### src/rtl/power_pkg.sv
// Shared power-state encodings for the car power controller.
package power_pkg;

   localparam int unsigned STATE_W = 2;

   typedef enum logic [STATE_W-1:0] {
      OFF    = 2'd0,
      ARMING = 2'd1,
      ON     = 2'd2
   } power_state_t;

endpackage

### src/rtl/power_ctrl_if.sv
// Key/activity inputs and power status outputs of the power controller.
interface power_ctrl_if;
   import power_pkg::*;

   logic               power_on;
   logic               power_off_key;
   logic               activity;
   logic               car_enable;
   logic [STATE_W-1:0] power_state;
   logic               auto_off;

   modport master (
      output power_on, power_off_key, activity,
      input  car_enable, power_state, auto_off
   );

   modport slave (
      input  power_on, power_off_key, activity,
      output car_enable, power_state, auto_off
   );

endinterface

### src/rtl/key_debounce.sv
// Synchronizes a raw bouncy key, debounces it and pulses on its accepted rising edge.
module key_debounce #(
   parameter int unsigned STABLE_CYC = 2_000_000
) (
   input  logic clk,
   input  logic rst,
   input  logic key,
   output logic rise
);

   localparam int unsigned CNT_W = $clog2(STABLE_CYC + 1);
   localparam logic [CNT_W-1:0] CNT_TERM = CNT_W'(STABLE_CYC - 1);

   logic             sync1;
   logic             sync2;
   logic             level;
   logic [CNT_W-1:0] cnt;

   // Two-flop synchronizer for the asynchronous key.
   always_ff @(posedge clk or posedge rst) begin
      if (rst) begin
         sync1 <= 1'b0;
         sync2 <= 1'b0;
      end else begin
         sync1 <= key;
         sync2 <= sync1;
      end
   end

   // Level flips only after STABLE_CYC consecutive cycles of disagreement.
   always_ff @(posedge clk or posedge rst) begin
      if (rst) begin
         cnt   <= '0;
         level <= 1'b0;
         rise  <= 1'b0;
      end else begin
         rise <= 1'b0;
         if (sync2 == level) begin
            cnt <= '0;
         end else if (cnt == CNT_TERM) begin
            cnt   <= '0;
            level <= sync2;
            rise  <= sync2;
         end else begin
            cnt <= cnt + CNT_W'(1);
         end
      end
   end

endmodule

### src/rtl/power_ctrl.sv
// Car power-state controller: OFF -> ARMING -> ON, off key and idle auto power-down.
module power_ctrl
   import power_pkg::*;
#(
   parameter int unsigned IDLE_TIMEOUT_CYC = 500_000_000,
   parameter int unsigned OFF_DEBOUNCE_CYC = 2_000_000
) (
   input logic         clk,
   input logic         rst,
   power_ctrl_if.slave bus
);

   localparam int unsigned IDLE_W = $clog2(IDLE_TIMEOUT_CYC);
   localparam logic [IDLE_W-1:0] IDLE_TERM = IDLE_W'(IDLE_TIMEOUT_CYC - 1);

   power_state_t      state_q;
   power_state_t      state_d;
   logic              auto_off_d;
   logic              power_on_q;
   logic              on_armed;
   logic              on_rise;
   logic              off_press;
   logic              idle_term;
   logic [IDLE_W-1:0] idle_q;

   key_debounce #(
      .STABLE_CYC (OFF_DEBOUNCE_CYC)
   ) u_off_key (
      .clk  (clk),
      .rst  (rst),
      .key  (bus.power_off_key),
      .rise (off_press)
   );

   // A rise needs power_on seen low since reset, so a key held through reset is ignored.
   assign on_rise   = bus.power_on & ~power_on_q & on_armed;
   assign idle_term = (idle_q == IDLE_TERM);

   // Power-on edge detect history.
   always_ff @(posedge clk or posedge rst) begin
      if (rst) begin
         power_on_q <= 1'b0;
         on_armed   <= 1'b0;
      end else begin
         power_on_q <= bus.power_on;
         if (!bus.power_on) begin
            on_armed <= 1'b1;
         end
      end
   end

   // State register and registered outputs, all updated on the same edge.
   always_ff @(posedge clk or posedge rst) begin
      if (rst) begin
         state_q         <= OFF;
         bus.car_enable  <= 1'b0;
         bus.power_state <= STATE_W'(OFF);
         bus.auto_off    <= 1'b0;
      end else begin
         state_q         <= state_d;
         bus.car_enable  <= (state_d == ARMING) || (state_d == ON);
         bus.power_state <= state_d;
         bus.auto_off    <= auto_off_d;
      end
   end

   // Idle counter: runs only across consecutive quiet ON cycles.
   always_ff @(posedge clk or posedge rst) begin
      if (rst) begin
         idle_q <= '0;
      end else if ((state_q != ON) || bus.activity || (state_d != ON)) begin
         idle_q <= '0;
      end else begin
         idle_q <= idle_q + IDLE_W'(1);
      end
   end

   // Next-state logic; off_press outranks on_rise and the idle timeout.
   always_comb begin
      state_d    = state_q;
      auto_off_d = 1'b0;
      case (state_q)
         OFF: begin
            if (on_rise && !off_press) begin
               state_d = ARMING;
            end
         end
         ARMING: begin
            if (off_press) begin
               state_d = OFF;
            end else if (!bus.power_on) begin
               state_d = ON;
            end
         end
         ON: begin
            if (off_press) begin
               state_d = OFF;
            end else if (idle_term && !bus.activity) begin
               state_d    = OFF;
               auto_off_d = 1'b1;
            end
         end
         default: begin
            state_d = OFF;
         end
      endcase
   end

endmodule

### src/flat_wrapper.sv
// flat-port wrapper written by rule: the top's interface ports become plain ports
module power_ctrl_flat import power_pkg::*;
#(
   parameter int unsigned IDLE_TIMEOUT_CYC = 500_000_000,
   parameter int unsigned OFF_DEBOUNCE_CYC = 2_000_000
)
  (clk, rst, bus_power_on, bus_power_off_key, bus_activity, bus_car_enable, bus_power_state, bus_auto_off);
  power_ctrl_if bus_i ();
  input logic clk;
  input logic rst;
  input wire logic [$bits(bus_i.power_on)-1:0] bus_power_on;
  input wire logic [$bits(bus_i.power_off_key)-1:0] bus_power_off_key;
  input wire logic [$bits(bus_i.activity)-1:0] bus_activity;
  output wire logic [$bits(bus_i.car_enable)-1:0] bus_car_enable;
  output wire logic [$bits(bus_i.power_state)-1:0] bus_power_state;
  output wire logic [$bits(bus_i.auto_off)-1:0] bus_auto_off;
  assign bus_i.power_on = bus_power_on;
  assign bus_i.power_off_key = bus_power_off_key;
  assign bus_i.activity = bus_activity;
  assign bus_car_enable = bus_i.car_enable;
  assign bus_power_state = bus_i.power_state;
  assign bus_auto_off = bus_i.auto_off;
  power_ctrl #(.IDLE_TIMEOUT_CYC(IDLE_TIMEOUT_CYC), .OFF_DEBOUNCE_CYC(OFF_DEBOUNCE_CYC)) u_core (.clk(clk), .rst(rst), .bus(bus_i));
endmodule
### config.mk
export PLATFORM = sky130hd
export DESIGN_NAME = power_ctrl_flat
export DESIGN_NICKNAME = d
export VERILOG_FILES = /design/src/rtl/power_pkg.sv /design/src/rtl/power_ctrl_if.sv /design/src/rtl/key_debounce.sv /design/src/rtl/power_ctrl.sv /design/src/flat_wrapper.sv
export SDC_FILE = /design/constraint.sdc
export NUM_CORES = 1
export LEC_CHECK = 0
export ABC_CLOCK_PERIOD_IN_PS = 2000
export CORE_UTILIZATION = 51
export CTS_CLUSTER_DIAMETER = 60
export DETAILED_ROUTE_END_ITERATION = 10
export PLACE_DENSITY_LB_ADDON = 0.15
export SLEW_MARGIN = 20
export SYNTH_ARGS = -nofsm -noshare
export SYNTH_HDL_FRONTEND = slang
export SYNTH_SLANG_ARGS = --single-unit
### constraint.sdc
create_clock -name clk -period 2 [get_ports clk]
set_input_delay 0.3 -clock clk [delete_from_list [all_inputs] [get_ports clk]]
set_output_delay 0.3 -clock clk [all_outputs]
set_load 0.005 [all_outputs]
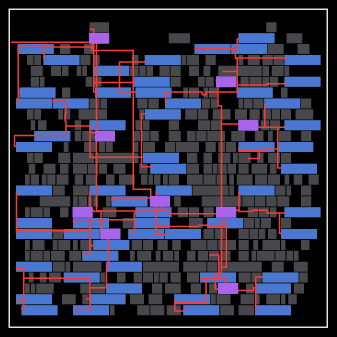
Figure 1: clock wires, drivers and flops.
Scale: 4 px per um.
legend:
  clock drivers:
    color: purple
    count: 9
  clock wires:
    color: red
    length: 786 um
  flip-flops:
    color: blue
    count: 60
routed clock nets: 10
Clk power: 1.36 mW
worst clock skew: 0.0102 ns
clock share of power: 44.4%

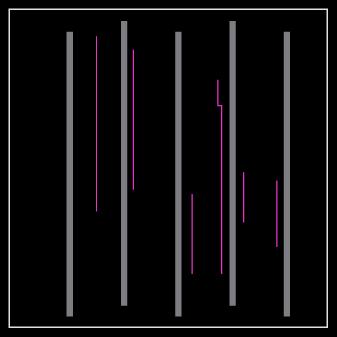
Figure 2: met4 routing.
Scale: 4 px per um. Supply wires on this layer in gray.
nets with wire on the layer: 5
longest straight run: 43.5 um
Detailed Route WL: 6700 um
via count: 2502

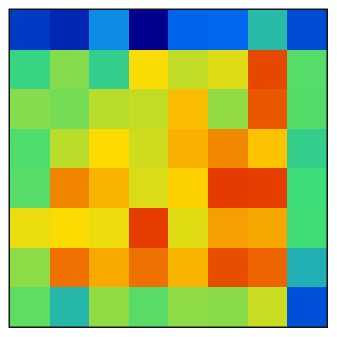
Figure 3: cell density map.
Scale: 4 px per um. 8 x 8 tiles, from dark blue (low) to red (high), 0 to 100% covered.
tiles over 75% full: 33%
fullest tile: 93%
nearly empty tiles: 1.6%
mean over tiles: 62%
emptiest ninth of the die: north-west
post-layout util: 70.9%
fp util: 54.1%
Core Area: 5610 um^2

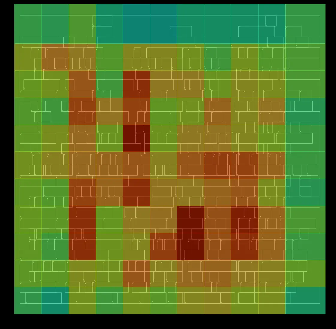
Figure 4: track usage over the die.
wire per inst: 15.2 um
met2 Use GR: 41.8%
GR Util met1: 29.7%
grt met3 use: 4.83%

==> Changelog: implementation <==
### Physical design

- Buffering overhead: 14.1%
- R2R depth: 10
- Non-Filler Instances: around 440
- Status: finished, violations left
- Sw Pwr: just over 0.7 mW
- Fa+ha+maj area frac: under 10%
- CP max FO: 8
- Largest cells by area: dfrtp_1 49%, xor2_1 5.2%, nor2_1 3.3%
- Ports: 9
- Flop count: around 60
- Final Setup Violations: 29
- Tally of OpenROAD warnings: 29
- Top sig layer: met4
- RSZ-0062 raised after global routing: yes
- Post-CTS Repair Setup Buffers: 7
- CP top delay family: simple AND/OR/NAND/NOR gates
- All-layer global routing usage: 24.8%
- Global route hottest layer: met2
- Most frequent cells in the layout: 60 x dfrtp_1, 54 x buf_4, 23 x nor2_1, 19 x nand2_1, 18 x xor2_1
- Ys Warns: 0
- Distinct lib cells: roughly 42
- Crit path to: u_core.idle_q[25]$_DFF_PP0_
- CTS clock-pin slew for the worst setup and hold paths: around 0.070 ns
- Internal power: ~2.3 mW
- Design area: 3970 um^2
- Port Buffers: 8
- Worst-Skew Late Latency: ~0.34 ns
- CP Data Arrival Time: approximately 2.5 ns
- Dominant cell area share: about half
- Critical Path, Cell by Cell: nor4bb_2 > buf_4 > nand4_1 > o311ai_2 > a21oi_2 > ha_4 > nor4bb_4 > buf_4 > nand2b_1 > mux2i_1
- Worst path slowest cell: dfrtp_1
- Multi-In Gates: 215
- Fillers: between 400 and 500
- Total CTS buffers: 9
- Total gr overflow: 0
- Crit path from: u_core.idle_q[20]$_DFF_PP0_
- Failing checks: negative setup slack
- Setup_tns: -6.66 ns
- H-tree depth: 3
- Crit path time final: between 2 and 2.5 ns
- Gpl congestion: a little under 0.9
- CTS tree: done
- Combinational power: 0.435 mW
- Clk cell area share: between 6 and 7%
- CP required: around 2.2 ns
- Yosys top cell by instances: dfrtp_1
- Post-synth EDFFs: 0
- Cells in synth_stat.txt: around 300
- Vias in the first global route: roughly 2600
- Met3 WL: approximately 130 um
- Comb power frac: ~14%
- Placed Area: around 3600 um^2
- Sequential Power Share: ~41%
- Top Registers: u_core.idle_q: 29 flops, u_core.u_off_key.cnt: 21 flops, u_core.bus.power_state: 2 flops
- Logic area: 1530 um^2
- Seq power: 1.26 mW
- Setup crit end kind: register
- Post-Syn Instances: about 300
- Final Slew Violations: 0
- Power per cell area: 769 nW/um^2
- Clk buf depth: 2
- Synth-to-Final Area Change: 31.0%
- Largest Register: u_core.idle_q
- Drt initial violations: 125
- Largest family of logic cells by area: simple AND/OR/NAND/NOR gates
- Pleak: between 1.5 and 2 nW
- Final worst slack: -0.253 ns
- Complex Gates by Area: 8.33%
No activity file was given, so power comes from the tool's default toggle rates.
